Run 1, signal wires on met3:
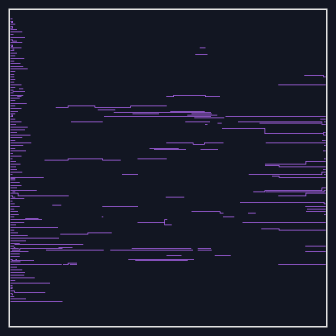
Run 1, port wiring:
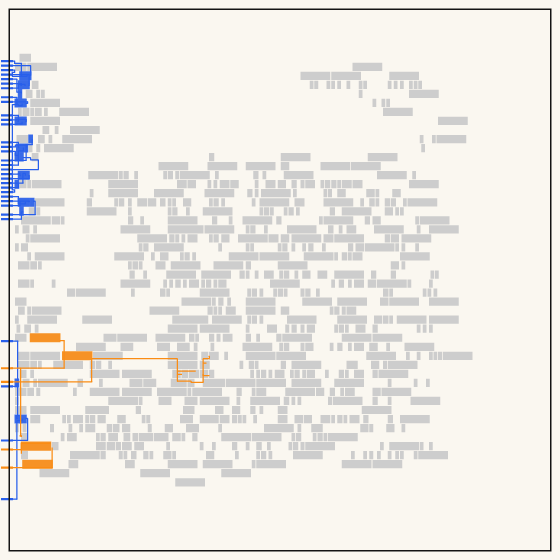
Run 1, wire density map:
33 x 33 tiles, from black (low) to pale yellow (high), scaled to the fullest tile. Values are wire area over tile area, all layers added.
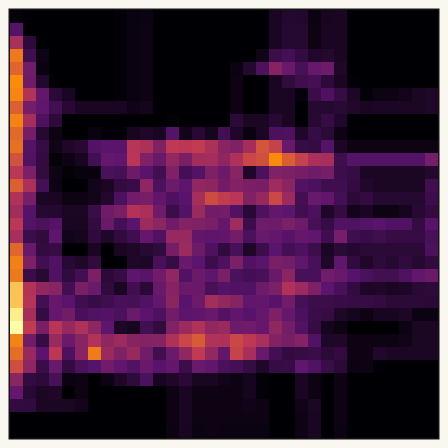
<file path="config.mk">
export PLATFORM = sky130hd
export DESIGN_NAME = mac_arbiter
export DESIGN_NICKNAME = d
export VERILOG_FILES = /design/src/rtl/mac_arbiter.sv
export SDC_FILE = /design/constraint.sdc
export NUM_CORES = 1
export LEC_CHECK = 0
export CORE_UTILIZATION = 25
export DETAILED_ROUTE_END_ITERATION = 6
export DONT_BUFFER_PORTS = 1
export RECOVER_POWER = 100
export SYNTH_ARGS = -nofsm -noshare
export SYNTH_HDL_FRONTEND = slang
export SYNTH_SLANG_ARGS = --single-unit
</file>
<file path="constraint.sdc">
create_clock -name clk -period 9 [get_ports clk]
set_input_delay 2.7 -clock clk [delete_from_list [all_inputs] [get_ports clk]]
set_output_delay 2.7 -clock clk [all_outputs]
set_load 0.03 [all_outputs]
</file>
<file path="src/rtl/mac_arbiter.sv">
// mac_arbiter: round-robin issue of FP8xFP8+FP16 multiply-accumulate ops from
// NREQ requesters into one shared LAT-deep datapath. Each requester owns an
// FP16 accumulator here. At most one op per requester is in flight. The sum
// being written back can be bypassed straight into a re-issue of the same
// requester, so a single requester can still issue every LAT cycles.
module mac_arbiter #(
    parameter int NREQ = 4,
    parameter int LAT  = 4
) (
    input  logic                      clk,
    input  logic                      rst_n,
    input  logic                      clr,
    input  logic [NREQ-1:0]           req_valid,
    output logic [NREQ-1:0]           req_ready,
    input  logic [8*NREQ-1:0]         req_a,
    input  logic [8*NREQ-1:0]         req_b,
    input  logic [NREQ-1:0]           req_ae,
    input  logic [NREQ-1:0]           req_be,
    input  logic [NREQ-1:0]           req_first,
    input  logic [NREQ-1:0]           req_last,
    output logic [7:0]                dp_a,
    output logic [7:0]                dp_b,
    output logic                      dp_ae,
    output logic                      dp_be,
    output logic [15:0]               dp_c,
    output logic [LAT-1:0]            dp_save,
    input  logic [15:0]               dp_sum,
    output logic                      res_valid,
    output logic [$clog2(NREQ)-1:0]   res_id,
    output logic [15:0]               res_data,
    output logic [NREQ-1:0]           busy
);
    localparam int IDW = $clog2(NREQ);

    // Registered state
    logic [LAT-1:0]  vld_r;
    logic [IDW-1:0]  tag_id_r [LAT];
    logic [LAT-1:0]  tag_last_r;
    logic [NREQ-1:0] busy_r;
    logic [15:0]     acc_r [NREQ];
    logic [IDW-1:0]  ptr_r;
    logic [7:0]      dp_a_r;
    logic [7:0]      dp_b_r;
    logic            dp_ae_r;
    logic            dp_be_r;
    logic [15:0]     dp_c_r;
    logic            res_valid_r;
    logic [IDW-1:0]  res_id_r;
    logic [15:0]     res_data_r;

    // Combinational signals
    logic            wb_s;
    logic [IDW-1:0]  wb_id_s;
    logic            wb_last_s;
    logic [NREQ-1:0] wb_oh_s;
    logic [NREQ-1:0] elig_s;
    logic            gnt_any_s;
    logic            gnt_fire_s;
    logic [IDW-1:0]  gnt_id_s;
    logic [IDW-1:0]  idx_s;
    logic [NREQ-1:0] gnt_oh_s;
    logic [NREQ-1:0] busy_nx_s;
    logic [IDW-1:0]  ptr_nx_s;
    logic [7:0]      a_sel_s;
    logic [7:0]      b_sel_s;
    logic            ae_sel_s;
    logic            be_sel_s;
    logic            first_sel_s;
    logic            last_sel_s;
    logic [15:0]     acc_sel_s;
    logic [15:0]     c_sel_s;

    // The op in the last pipeline slot is the one writing back this cycle.
    assign wb_s      = vld_r[LAT-1];
    assign wb_id_s   = tag_id_r[LAT-1];
    assign wb_last_s = tag_last_r[LAT-1];

    // A requester retiring this cycle may be re-granted in the same cycle.
    assign elig_s = req_valid & (~busy_r | wb_oh_s);

    // Round-robin pick starting at ptr_r; the first eligible requester wins.
    always_comb begin
        gnt_any_s = 1'b0;
        gnt_id_s  = {IDW{1'b0}};
        idx_s     = {IDW{1'b0}};
        for (int i = 0; i < NREQ; i++) begin
            idx_s = IDW'((int'(ptr_r) + i) % NREQ);
            if (!gnt_any_s && elig_s[idx_s]) begin
                gnt_any_s = 1'b1;
                gnt_id_s  = idx_s;
            end else begin
                gnt_any_s = gnt_any_s;
            end
        end
        // Abort and reset both suppress any grant.
        gnt_fire_s = gnt_any_s & ~clr & rst_n;
    end

    // One-hot grant/writeback masks and the next busy vector (set beats clear).
    always_comb begin
        gnt_oh_s = {NREQ{1'b0}};
        wb_oh_s  = {NREQ{1'b0}};
        for (int r = 0; r < NREQ; r++) begin
            gnt_oh_s[r] = gnt_fire_s & (gnt_id_s == IDW'(r));
            wb_oh_s[r]  = wb_s & (wb_id_s == IDW'(r));
        end
        busy_nx_s = (busy_r & ~wb_oh_s) | gnt_oh_s;
    end

    assign req_ready = gnt_oh_s;
    assign ptr_nx_s  = (gnt_id_s == IDW'(NREQ - 1)) ? {IDW{1'b0}} : gnt_id_s + IDW'(1);

    // Operand mux for the chosen requester; addend is +0, the bypassed sum or acc.
    always_comb begin
        a_sel_s     = 8'h00;
        b_sel_s     = 8'h00;
        ae_sel_s    = 1'b0;
        be_sel_s    = 1'b0;
        first_sel_s = 1'b0;
        last_sel_s  = 1'b0;
        acc_sel_s   = 16'h0000;
        for (int r = 0; r < NREQ; r++) begin
            a_sel_s     = a_sel_s     | (req_a[8*r +: 8] & {8{gnt_id_s == IDW'(r)}});
            b_sel_s     = b_sel_s     | (req_b[8*r +: 8] & {8{gnt_id_s == IDW'(r)}});
            ae_sel_s    = ae_sel_s    | (req_ae[r]    & (gnt_id_s == IDW'(r)));
            be_sel_s    = be_sel_s    | (req_be[r]    & (gnt_id_s == IDW'(r)));
            first_sel_s = first_sel_s | (req_first[r] & (gnt_id_s == IDW'(r)));
            last_sel_s  = last_sel_s  | (req_last[r]  & (gnt_id_s == IDW'(r)));
            acc_sel_s   = acc_sel_s   | (acc_r[r] & {16{gnt_id_s == IDW'(r)}});
        end
        c_sel_s = first_sel_s ? 16'h0000 :
                  (wb_s && (wb_id_s == gnt_id_s)) ? dp_sum : acc_sel_s;
    end

    // Valid/tag pipeline: follows every issued op to its writeback, never stalls.
    always_ff @(posedge clk or negedge rst_n) begin
        if (!rst_n) begin
            vld_r      <= {LAT{1'b0}};
            tag_last_r <= {LAT{1'b0}};
            for (int k = 0; k < LAT; k++) begin
                tag_id_r[k] <= {IDW{1'b0}};
            end
        end else if (clr) begin
            vld_r <= {LAT{1'b0}};
        end else begin
            vld_r       <= {vld_r[LAT-2:0], gnt_fire_s};
            tag_last_r  <= {tag_last_r[LAT-2:0], last_sel_s};
            tag_id_r[0] <= gnt_id_s;
            for (int k = 1; k < LAT; k++) begin
                tag_id_r[k] <= tag_id_r[k-1];
            end
        end
    end

    // Stage-0 operand registers: load on a grant, otherwise hold (also across clr).
    always_ff @(posedge clk or negedge rst_n) begin
        if (!rst_n) begin
            dp_a_r  <= 8'h00;
            dp_b_r  <= 8'h00;
            dp_ae_r <= 1'b0;
            dp_be_r <= 1'b0;
            dp_c_r  <= 16'h0000;
        end else if (gnt_fire_s) begin
            dp_a_r  <= a_sel_s;
            dp_b_r  <= b_sel_s;
            dp_ae_r <= ae_sel_s;
            dp_be_r <= be_sel_s;
            dp_c_r  <= c_sel_s;
        end
    end

    // Round-robin pointer and busy interlock bits.
    always_ff @(posedge clk or negedge rst_n) begin
        if (!rst_n) begin
            ptr_r  <= {IDW{1'b0}};
            busy_r <= {NREQ{1'b0}};
        end else if (clr) begin
            ptr_r  <= {IDW{1'b0}};
            busy_r <= {NREQ{1'b0}};
        end else begin
            busy_r <= busy_nx_s;
            if (gnt_fire_s) begin
                ptr_r <= ptr_nx_s;
            end
        end
    end

    // Accumulators capture every writeback sum verbatim; clr zeroes them.
    always_ff @(posedge clk or negedge rst_n) begin
        if (!rst_n) begin
            for (int r = 0; r < NREQ; r++) begin
                acc_r[r] <= 16'h0000;
            end
        end else if (clr) begin
            for (int r = 0; r < NREQ; r++) begin
                acc_r[r] <= 16'h0000;
            end
        end else if (wb_s) begin
            acc_r[wb_id_s] <= dp_sum;
        end
    end

    // Result registers: one-cycle pulse for a writeback tagged as last.
    always_ff @(posedge clk or negedge rst_n) begin
        if (!rst_n) begin
            res_valid_r <= 1'b0;
            res_id_r    <= {IDW{1'b0}};
            res_data_r  <= 16'h0000;
        end else if (clr) begin
            res_valid_r <= 1'b0;
        end else begin
            res_valid_r <= wb_s & wb_last_s;
            if (wb_s && wb_last_s) begin
                res_id_r   <= wb_id_s;
                res_data_r <= dp_sum;
            end
        end
    end

    assign dp_a      = dp_a_r;
    assign dp_b      = dp_b_r;
    assign dp_ae     = dp_ae_r;
    assign dp_be     = dp_be_r;
    assign dp_c      = dp_c_r;
    assign dp_save   = vld_r;
    assign res_valid = res_valid_r;
    assign res_id    = res_id_r;
    assign res_data  = res_data_r;
    assign busy      = busy_r;

endmodule

</file>
==> CHANGELOG.md, run 1 <==
### Metrics

- Cells resized by post-CTS repair: 0
- Net count of the finished layout: slightly below 800
- Cell Area, Synth: 6450 um2
- Worst hold margin: just under 0.5 ns
- Number of cells after detailed placement: around 1000
- Share of post-route cells with drive strength above 1: 0.0722
- Clk latency late pin: between 0.4 and 0.5 ns
- Largest cells by area after synthesis: sky130_fd_sc_hd__dfrtp_1 54%, sky130_fd_sc_hd__nand2_1 13%, sky130_fd_sc_hd__a21oi_1 5.1%
- Number of hold-slack violations in the final timing report: 0
- Worst-case setup slack after placement: approximately 1.7 ns
- Maximum fanout encountered on the critical timing path: 37
- Flip-flop and latch count after synthesis: roughly 140
- Max Slew Vio Count: 37
- Syn nets: ~800
- Final GP Congestion: 0.877
- Post-Layout Cell Count: between 1000 and 1500
- Mean instance size in the synthesized netlist: 9.28 um2
- Critical path type: input pin to output pin
- Maximum buffer depth of the clock tree: 2
- Clock root buffer master: sky130_fd_sc_hd__clkbuf_16
- Distinct cell type count after synthesis: between 40 and 50
- DRT iter0 DRCs: 541
- Count of library flops with an enable pin: 0
- Yosys stat cell total: between 600 and 700
- Post-route design area: between 7000 and 8000 um2
- Commonest cells post-synth: 223 x sky130_fd_sc_hd__nand2_1, 139 x sky130_fd_sc_hd__dfrtp_1, 66 x sky130_fd_sc_hd__a21oi_1
- Dominant Register Cell: sky130_fd_sc_hd__dfrtp_1
- Maximum number of pins on one net before global-route repair: ~140
- Total CTS buffers: 17
- Instance area after placement: 6700 um2
- Horizontal extent of the die: approximately 160 um
- Post CTS Setup Buffer Count: 0
- Residual overflow from global routing: 0
- Post-synthesis instance total: just under 700
- Count of TritonRoute iterations in the first routing pass: 5
- Ordered list of cells on the worst path: a21boi_0 > o32ai_1 > a211oi_1 > ha_1 > buf_4 > inv_1 > nor2_1 > clkbuf_1
- Outcome: finished, violations left
- Die H: between 150 and 200 um
- Worst setup skew after layout: approximately 0.009 ns
- Yosys stat chip area: roughly 6400 um2
- Slew HR: -0.262
- VDD IR-drop max: 0.137 mV
- Violations in the final reports: capacitance limit, slew limit
- Worst Setup Start Kind: input pin
- Max_cap viols: 1
- Post-DR vias/cell: approximately 5.0
- Setup TNS: 0 ns
## Picture notes: 'signal wires on met3'
nets with wire on the layer: 165
main direction: horizontal
detailed-route via count: 5093
total wire length: 19500 um
met3 Use GR: 0.0629

## Picture notes: 'port wiring'
| color | port | bits | direction | end cells | buffers | wire |
|---|---|---|---|---|---|---|
| orange | dp_save | 4 | output | 4 | 0 | 171 um |
| blue | req_b | 32 | input | 16 | 0 | 279 um |

## Picture notes: 'wire density map'
densest ninth of the die: center
mean over tiles: 0.12
nearly empty tiles: 27%
fullest tile: 0.80
tiles over half the peak: 3.7%
emptiest ninth of the die: north-east
mean routed wirelength per cell: 19.3 um
All-Layer GR Usage: 0.152

==> run 1: layout by cell type, fill, tap and decap left out, types with 6 or more instances in the layout <==
cell type / instances
sky130_fd_sc_hd__a221oi_1: 17
sky130_fd_sc_hd__a222oi_1: 18
sky130_fd_sc_hd__clkbuf_1: 6
sky130_fd_sc_hd__inv_1: 12
sky130_fd_sc_hd__nor3_1: 18
sky130_fd_sc_hd__a31oi_1: 18
sky130_fd_sc_hd__dfrtp_1: 139
sky130_fd_sc_hd__a21oi_1: 66
sky130_fd_sc_hd__nor2_1: 22
sky130_fd_sc_hd__nand2_1: 223
sky130_fd_sc_hd__o31ai_1: 17
sky130_fd_sc_hd__o21ai_0: 8
sky130_fd_sc_hd__clkbuf_16: 17
sky130_fd_sc_hd__mux2_2: 9
sky130_fd_sc_hd__a21o_1: 16
sky130_fd_sc_hd__a22o_1: 16
==> run 1: power by group <==
group	switching, uW	internal [uW]
clock network	258	407
registers	144	683
logic	145	75.4
total	546	1170
==> run 1: per-stage QoR <==
stage / total power, uW / util
global route: 1790 / 0.286
CTS: 1730 / 0.287
detailed placement: 1060 / 0.265
floorplan: 1000 / -
global placement: 1060 / 0.265
finish: 1710 / 0.286
==> run 1: final timing paths <==
| kind | from | to | slack (ns) | depth (start not counted) |
|---|---|---|---|---|
| min in group asynchronous | rst_n | dp_save[2] | 1.97 | 0 |
| worst max-delay path | req_valid[3] | req_ready[1] | 1.05 | 8 |
| max in group asynchronous | rst_n | res_data[13] | 6.80 | 0 |
| worst min register to register | tag_id_r[6] | tag_id_r[6] | 0.48 | 2 |
| worst max register to register | dp_save[3] | dp_c[7] | 3.29 | 10 |
| worst min-delay path | tag_id_r[6] | tag_id_r[6] | 0.48 | 2 |
==> run 1: kinds of logic (layout without fill, tap and decap cells) <==
kind of cell / count (synthesis) / after routing / synth area share
fa+ha+maj: 2 / 2 / 0.00388
compound gates: 194 / 194 / 0.213
other cells: 0 / 2 / 0
xor+xnor: 2 / 2 / 0.00388
simple gates: 280 / 280 / 0.178
mux: 10 / 10 / 0.0173
buf+inv: 68 / 52 / 0.0452
flops: 139 / 139 / 0.539
==> run 1: worst max-delay path, delay by kind of cell <==
family | cells | cell delay, ns
compound gates | 3 | 1.28
buf+inv | 3 | 0.85
fa+ha+maj | 1 | 0.29
simple gates | 1 | 0.12
==> run 1: sequential cells by signal, indices dropped and copies added (netlist names) <==
name,flops
dp_a,8
dp_c,16
dp_b,8
res_valid,1
acc_r,64
dp_ae,1
dp_be,1
res_id,2
ptr_r,2
busy,4
dp_save,4
res_data,16
wb_id_s,2
tag_last_r,4
tag_id_r,6
==> run 1: final cells by class <==
class,count,area (um2)
well taps,330,413
multi-input cells,488,2670
flip-flops and latches,139,3480
clock inverters,9,100
inverters,14,52.6
clock buffers,20,447
fillers,2710,18000
repair buffers,9,52.6
diodes,2,5.00
==> run 1: routing by layer <==
metal	vias to the layer above	track usage	part of all wire
met4	0	0.0497	0.018
li1	2385	-	-
met2	246	0.220	0.43
met1	2438	0.203	0.44
met5	-	0	0
met3	24	0.0629	0.11
==> run 1 -> run 2 <==
Settings changed: SKIP_CTS_REPAIR_TIMING set to 1.
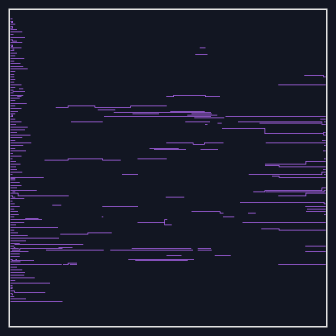
Run 2: signal wires on met3
longest straight run: 54.7 um
main direction: horizontal

==> run 2 against run 1 <==
Against the previous run:
- the run still ends with capacitance limit, slew limit left
- non-clock buffer count is the same
- cell area is the same
- die area is the same
- synthesized cell count is the same
- flip-flop count is the same
- final cell count is the same
- wire length is the same
- synthesized area is the same
- largest power group unchanged
==> CHANGELOG.md, run 2 <==
### Metrics

- Outcome: finished, violations left
- Mean instance size in the synthesized netlist: 9.28 um2
- Commonest cells post-synth: 223 x sky130_fd_sc_hd__nand2_1, 139 x sky130_fd_sc_hd__dfrtp_1, 66 x sky130_fd_sc_hd__a21oi_1
- Count of synthesis-stage warnings from yosys: 0
- Die H: roughly 160 um
- Max Slew Vio Count: 37
- All-Layer GR Usage: 0.152
- Total I/O pin count: 168
- Clk latency late pin: about 0.42 ns
- Hold/Removal Path Class: register to register
- Number of hold-slack violations in the final timing report: 0
- Dominant Register Cell: sky130_fd_sc_hd__dfrtp_1
- Maximum buffer depth of the clock tree: 2
- Setup TNS: 0 ns
- Total power: approximately 1700 uW
- Syn nets: ~800
- Total CTS buffers: 17
- Yosys stat chip area: 6450 um2
- Startpoint of the lowest-slack register-to-register path: dp_save[3]
- Final GP Congestion: just under 0.9
- Mean routed wirelength per cell: 19.3 um
- Count of library flops with an enable pin: 0
- Distinct cell type count after synthesis: 47
- Final clock period utilization by the worst path: 0.883
- Data arrival at the endpoint of the critical path: about 5.3 ns
- Flip-flop and latch count after synthesis: roughly 140
- Residual overflow from global routing: 0
- Max FFs per register: between 60 and 70
- Worst setup skew after layout: ~0.009 ns
- Floorplan utilization: 0.255
- Detailed-route via count: about 5000
- Clock root buffer master: sky130_fd_sc_hd__clkbuf_16
- Vias in the first global route: roughly 4800
- Total wire length: approximately 20000 um
- Worst-case setup slack after placement: ~1.7 ns
- Die Size: around 26000 um2
- Share of post-route cells with drive strength above 1: 0.0722
- Maximum fanout encountered on the critical timing path: 37
- Violations in the final reports: capacitance limit, slew limit
- Register with the highest flop count: acc_r
- Critical path type: input pin to output pin
- Horizontal extent of the die: ~160 um
- Number of cells traversed by the worst hold path: 2
- Post-synthesis instance total: around 700
- DRT iter0 DRCs: around 540
- Post-DR vias/cell: a little over 5
- Launch point of the worst hold path: tag_id_r[6]
- Launching element of the worst setup path: req_valid[3]
- Yosys stat cell total: approximately 700
- Commonest Layout Cell: sky130_fd_sc_hd__nand2_1
- Slew HR: -0.262
- R2r worst-path depth: 10
- Worst Setup Start Kind: input pin
- Largest cells by area after synthesis: sky130_fd_sc_hd__dfrtp_1 54%, sky130_fd_sc_hd__nand2_1 13%, sky130_fd_sc_hd__a21oi_1 5.1%
- Remaining antenna violation count after routing: 0
- VDD IR-drop max: around 0.14 mV
- Register clock-pin slew on the reported worst setup and hold paths: ~0.060 ns
- Net count of the finished layout: ~770
- Max_cap viols: 1
- Ordered list of cells on the worst path: a21boi_0 > o32ai_1 > a211oi_1 > ha_1 > buf_4 > inv_1 > nor2_1 > clkbuf_1
- Cell Area, Synth: ~6400 um2
- Highest-count cells in the layout ignoring fill and taps: 223 x sky130_fd_sc_hd__nand2_1, 139 x sky130_fd_sc_hd__dfrtp_1, 66 x sky130_fd_sc_hd__a21oi_1
- Maximum number of pins on one net before global-route repair: between 100 and 150
- Count of TritonRoute iterations in the first routing pass: 5
## run 2: cell counts in the layout (fill, tap and decap cells not counted)
Identical to the previous run, type by type.
## run 2: logic make-up (layout without fill, tap and decap cells)
logic type	Yosys count	after routing	synth area share
AOI/OAI and AO/OA	194	194	0.213
and+or+nand+nor	280	280	0.178
buffers and inverters	68	52	0.0452
other	0	2	0
xor gates and xnor gates	2	2	0.00388
DFF	139	139	0.539
adders and majority gates	2	2	0.00388
muxes	10	10	0.0173
## run 2: final timing paths
kind,slack [ns],end
setup / recovery,1.05,req_ready[1]
hold / removal,0.48,tag_id_r[6]
setup reg to reg,3.29,dp_c[7]
hold reg to reg,0.48,tag_id_r[6]
max in group asynchronous,6.80,res_data[13]
min in group asynchronous,1.97,dp_save[2]
## run 2: final cells by class
type | count | area, um2
Fill cell | 2710 | 18000
Sequential cell | 139 | 3480
Multi-Input combinational cell | 488 | 2670
Clock buffer | 20 | 447
Tap cell | 330 | 413
Clock inverter | 9 | 100
Timing Repair Buffer | 9 | 52.6
Inverter | 14 | 52.6
Antenna cell | 2 | 5.00
## run 2: layer usage
layer | routed length [um] | GRT usage | vias to the layer above
met1 | 8580 | 0.203 | 2438
met5 | 0 | 0 | -
li1 | - | - | 2385
met2 | 8460 | 0.220 | 246
met4 | 361 | 0.0497 | 0
met3 | 2140 | 0.0629 | 24
## run 2: stage by stage
step                 util  hold slack (ns)  cell area [um2]  instances
finish              0.286            0.485             7220       1011
floorplan               -            0.449             6450        695
detailed placement  0.265            0.480             6700        980
global placement    0.265            0.473             6700        980
CTS                 0.287            0.494             7250       1009
global route        0.286            0.515             7220       1011
## run 2: worst max-delay path, delay by kind of cell
kind / cells / cell delay (ns)
AOI/OAI and AO/OA: 3 / 1.28
adders and majority gates: 1 / 0.29
buffers and inverters: 3 / 0.85
and+or+nand+nor: 1 / 0.12
## run 2: power breakdown
part	total (uW)	switching [uW]	internal, uW
Combinational	220	145	75.4
Clock	665	258	407
Sequential	827	144	683
Power and IR drop assume default switching activity.
